==> config.mk <==
export PLATFORM = sky130hd
export DESIGN_NAME = multi_event_waiter
export DESIGN_NICKNAME = d
export VERILOG_FILES = /design/src/rtl/multi_event_waiter.sv
export SDC_FILE = /design/constraint.sdc
export NUM_CORES = 1
export LEC_CHECK = 0
export CAP_MARGIN = 20
export CORE_MARGIN = 3
export CORE_UTILIZATION = 28
export CTS_CLUSTER_DIAMETER = 50
export DETAILED_ROUTE_END_ITERATION = 16
export PLACE_DENSITY = 0.52
export RECOVER_POWER = 25
export SLEW_MARGIN = 15
export SYNTH_ARGS = -nofsm -noshare
export SYNTH_HDL_FRONTEND = slang
export SYNTH_SLANG_ARGS = --single-unit
==> constraint.sdc <==
create_clock -name clk -period 2 [get_ports clk]
set_clock_uncertainty 0.05 [all_clocks]
set_input_delay 0.3 -clock clk [delete_from_list [all_inputs] [get_ports clk]]
set_output_delay 0.3 -clock clk [all_outputs]
set_load 0.02 [all_outputs]
==> src/rtl/multi_event_waiter.sv <==
// Repeated event-wait loop: waits NUM_WAITS times for any-of or all-of a masked set of
// single-cycle event pulses, reporting each satisfied wait, then parks in DONE.
module multi_event_waiter #(
    parameter int unsigned NUM_EVENTS = 3,
    parameter int unsigned NUM_WAITS  = 3,
    parameter int unsigned IDX_W      = $clog2(NUM_WAITS + 1)
) (
    input  logic                  clk,
    input  logic                  rst,
    input  logic                  start,
    input  logic                  mode,
    input  logic [NUM_EVENTS-1:0] evt_mask,
    input  logic [NUM_EVENTS-1:0] evt_i,
    output logic                  waiting,
    output logic                  got_event,
    output logic [NUM_EVENTS-1:0] got_mask,
    output logic [IDX_W-1:0]      wait_idx,
    output logic                  done,
    output logic                  err
);

    typedef enum logic [1:0] {StIdle, StWait, StDone} state_e;

    state_e                state_q;
    logic                  mode_q;
    logic [NUM_EVENTS-1:0] mask_q;
    logic [NUM_EVENTS-1:0] pending_q;
    logic [IDX_W-1:0]      counter_q;

    logic [NUM_EVENTS-1:0] hit;
    logic [NUM_EVENTS-1:0] acc;
    logic                  fire;
    logic                  last;

    always_comb begin
        hit  = evt_i & mask_q;
        acc  = pending_q | hit;
        fire = 1'b0;
        if (state_q == StWait) begin
            fire = mode_q ? (acc == mask_q) : (hit != '0);
        end
        last = (counter_q == IDX_W'(NUM_WAITS - 1));
    end

    always_ff @(posedge clk or posedge rst) begin
        if (rst) begin
            state_q   <= StIdle;
            mode_q    <= 1'b0;
            mask_q    <= '0;
            pending_q <= '0;
            counter_q <= '0;
            waiting   <= 1'b0;
            got_event <= 1'b0;
            got_mask  <= '0;
            wait_idx  <= '0;
            done      <= 1'b0;
            err       <= 1'b0;
        end else begin
            got_event <= 1'b0;
            case (state_q)
                StIdle, StDone: begin
                    // Events arriving here have no waiter and are dropped.
                    if (start) begin
                        mode_q    <= mode;
                        mask_q    <= evt_mask;
                        pending_q <= '0;
                        counter_q <= '0;
                        if (evt_mask == '0) begin
                            state_q <= StDone;
                            waiting <= 1'b0;
                            done    <= 1'b1;
                            err     <= 1'b1;
                        end else begin
                            state_q <= StWait;
                            waiting <= 1'b1;
                            done    <= 1'b0;
                            err     <= 1'b0;
                        end
                    end
                end
                StWait: begin
                    if (fire) begin
                        got_event <= 1'b1;
                        got_mask  <= mode_q ? mask_q : hit;
                        wait_idx  <= counter_q;
                        counter_q <= counter_q + IDX_W'(1);
                        pending_q <= '0;
                        if (last) begin
                            state_q <= StDone;
                            waiting <= 1'b0;
                            done    <= 1'b1;
                        end
                    end else begin
                        pending_q <= acc;
                    end
                end
                default: begin
                    state_q <= StIdle;
                    waiting <= 1'b0;
                    done    <= 1'b0;
                end
            endcase
        end
    end

endmodule

Figure 1. Metal layers overlaid.
Only two layers are drawn.
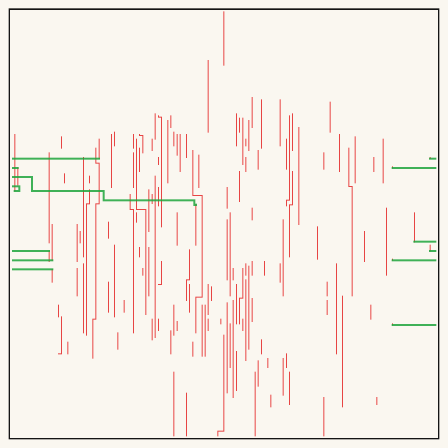
metal 2: in red, wire length 851 µm. metal 3: in green, wire length 86.9 µm.
Via Count: 683
total wirelength of the detailed-routed design: 1817 µm
gr usage total: 0.09913
wire length per cell after detailed routing: 12.03 µm

Figure 2. Layout detail.
Bar = 10 µm. Window x 17 to 47, y 17 to 47 µm. Cells in gray, sequential cells in the stronger gray; small squares are vias.
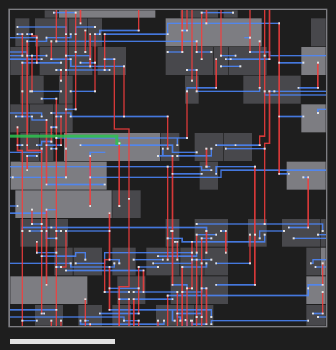
metal 3: in green. metal 2: in red. metal 1: in blue.
52 logic cells have their middle in the window. Netlist names of flops here include `pending_q` (3). Most frequent: o21ai_0 (5), dfrtp_1 (5). Sequential cells in the window: 5.

Figure 3. Signal wires on met1.
Supply wires on this layer in gray.
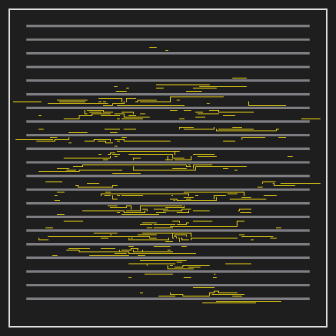
The wires run mostly horizontal. The layer holds 48% of the routed length. The layer carries 880 µm of wire.
GR met1 Demand/Resource: 0.1254

==> notes.md <==
Synthesis and PnR results.

- The worst setup path is captured at a register.
- In this run the cell area of the synthesized design comes to 910.9 µm².
- The fraction of synthesized cell area in xor and xnor cells is 0.
- The post-CTS hold buffer count recorded in the log is 0.
- The adder-cell area share of the yosys netlist reads 0.01374.
- Of the cells placed in the final design, the portion with a size suffix greater than 1 is 0.1495.
- The number of cells upsized or downsized after cts reads 0.
- The number of cells in the yosys synthesis report reads 82.
- The kind of cell adding the most delay to the critical path reads AND-OR/OR-AND gates.
- Of the total power, the clock network draws 0.102.
- At the worst endpoint, the required time is 2.14 ns.
- Per the final timing report, the hold violations number 0.
- The worst setup path endpoint is wait_idx[0].
- The total setup violations reported at the end of the flow reads 0.
- The fraction of power spent switching nets is 0.3859.
- The synthesis-to-layout area growth reads 30.91%.
- The setup TNS after final layout is 0 ns.
- In this build the clock could be raised as far as 567.3 MHz.
- The sum of net half-perimeters after detailed placement reads 1380 µm.
- The library cells used most frequently in the layout, excluding fill and tap cells, are 19 x dfrtp_1, 17 x clkdlybuf4s50_1, 8 x inv_1, 6 x mux2i_1, 6 x o21ai_0.
- The cell count after placement reads 147.
- The total power consumption of the routed design reads 1.940 mW.
- The number of multi-input combinational cells in the layout reads 53.
- The post-synth tally of flip-flops with integrated enable is 0.
- The library cell used as clock root buffer is clkbuf_4.
- The simple-gate portion of the synthesized area reads 0.1113.
- Across all hold checks on the routed design, the worst slack comes to 0.4747 ns.
- The class of the most critical setup path is input port to register.
- Total power normalized to cell area comes to 1627 nW/µm².
- The library cell with the largest summed area after synthesis reads dfrtp_1.
- The number of diodes is 0.
- The die covers 3973 µm².
- The area fraction in compound gates reads 0.1429.
- Leaving out the clock tree, the finished layout contains an inverter count of 8.
- The total number of warnings across the stage logs reads 26.
- TritonCTS built the clock tree.
- Timing analysis after detailed placement gives a worst setup slack of -0.08133 ns.
- The sequential fraction of the synthesis area is 0.5220.
- The synthesized area divided by synthesized cell count reads 11.11 µm².
- By count the netlist is led by 19 x dfrtp_1, 8 x inv_1, 6 x mux2i_1, 6 x o21ai_0, 5 x mux2_2.
- At floorplan, the net count of the design was reported as 93.
- The main power-consuming group reads combinational cells.
- The most frequently used flop master after synthesis is dfrtp_1.
- Setup repair after global routing left no endpoint under its margin.
- For this run, the detailed router reports a per-instance via density of 4.523.
- The clock passes through at most 2 buffers.
- The global-route wire length before repair is 3132 µm.
- The sequential portion of the cell area reads 0.3987.
- Among the non-sequential cells, multiplexers take the most area.
- The internal power contribution reads 1.191 mW.
- The transition at the pin with the smallest max-transition slack is 1.026 ns.
- For reference, the final report shows the max-slew violation count at 0.
- After clock tree synthesis, the setup repair step added 0 buffers.
- The most frequent logic cell in the layout is dfrtp_1.
- The sequential power share reads 0.371.
- The count of mapped cells out of synthesis is 82.
- STA lists the startpoint of the worst register-to-register path as mask_q[1].
- For this design the top-level I/O count stands at 19.
- The initialized floorplan defines 20 standard-cell rows.
- The sequential group power is 0.719 mW.
- Counting cells, the worst reg-to-reg path comes to 5.
- Among all stages on the critical path, the maximum delay recorded is 0.54 ns.
- The leakage power of the design reads 0.5383 nW.
- The combinational group share of total power is 0.527.
- Of the total standard cell area in the layout, the multi-input combinational portion is 0.3274.
- The remaining global-route overflow reads 0.
- The pin count of the biggest net entering global routing reads 20.
- The core region is 3078 µm².
- The DRC violation total left in the routed layout is recorded as 0.
- After clock tree synthesis, the clock-pin slew on the worst setup and hold paths is 0.11 ns.
- Of all flip-flops after synthesis, the portion carrying an async set or reset was 1.000.
- The minimum clock period is 1.763 ns.
- The vertical die size reads 63.04 µm.
- The mux share of post-synthesis cell area reads 0.1607.
- The placement stage leaves a total instance area of 1169 µm².
- The dominant kind of cell by area reads sequential cells.
- The critical path depth in cells is 5.
- The combinational logic power is 1.02 mW.
- The flow inserted 44 tap cells.
- The combined flip-flop and latch cell area reads 475.5 µm².
- The worst VDD IR drop from the latest analysis is 0.5603 mV.
- The via count of the first global-routing pass reads 714.
- In the final layout, the fill cell count is 322.
- The cell with the most instances after synthesis is dfrtp_1.
- The number of nets in the final layout reads 119.
- The final weighted congestion recorded by global placement is 0.8164.
- The layout report lists the clock-cell share of area as 0.02309.
- The initial antenna violation count is 0.
- The critical path arrival reads 1.91 ns.
- The flow ran to the end, and the final reports show no timing, DRC or antenna violations.
- The clock reaches the later pin of the worst-skew pair after 0.30 ns.
- The number of max-cap violations reads 0.
- Walking the worst path, the cells encountered are clkdlybuf4s50_1 > nor3b_1 > a211o_1 > o31a_1 > mux2_4.
- The startpoint type of the worst setup path is an input port.
- The relative max-transition margin reads 0.3158.
- The number of buffers added on ports reads 18.
- The non-clock buffer area fraction after layout is 0.1794.
- The net switching power figure is 0.7486 mW.
- Setup slack on the critical path of the routed design comes to 0.2373 ns.
- The start point of the critical path is evt_i[2].
- The total non-filler cell area in the finished layout reads 1192 µm².
- The number of CTS-inserted buffers reads 3.
- The area share of the leading cell type in the synthesized netlist is 0.5220.
- In the finished design, the share of the clock period the worst path needs comes to 0.8813.
- In the Yosys stats the netlist draws on 27 distinct library cells.
- The setup slack on the worst flop-to-flop path reads 0.24 ns.
- The type recorded for the worst min-delay path is register to register.
- The cell with the biggest individual delay on the critical path is clkdlybuf4s50_1.
- The layout clock buffer count is 3.
- The final instance count without filler cells reads 151.
- The residual antenna-violating net count after detailed routing is 0.
- The number of non-clock buffers is 23.
- The initial core utilization reads 0.2959.
- The summed standard-cell area reported by yosys is 910.9 µm².
- Summing all multi-input logic gate instances after layout gives 390.4 µm².
- The reg-to-reg endpoint is got_mask[0].
- The sequential cell count is 19.
[state kept, by name, indices dropped and copies added, names as in the netlist]
register	flops
counter_q	2
err	1
got_event	1
got_mask	3
mask_q	3
mode_q	1
pending_q	3
state_q	2
wait_idx	2
waiting	1
[how the worst min path moves through the flow]
stage                       from           end  slack, ns  cells after the start
floorplan                    rst  counter_q[0]       0.20                      1
global placement             err           err       0.44                      1
detailed placement           err           err       0.45                      1
CTS                          rst   got_mask[1]       0.26                      3
global route        counter_q[0]  counter_q[0]       0.49                      1
finish                       err           err       0.47                      1
[metal layers]
metal / vias up / global-route usage / wire length, µm
met5: - / 0 / 0
met4: 0 / 0.04132 / 0
met3: 0 / 0.02338 / 86
met2: 13 / 0.1607 / 850
met1: 329 / 0.1254 / 879
li1: 341 / - / -
Power and IR drop assume default switching activity.
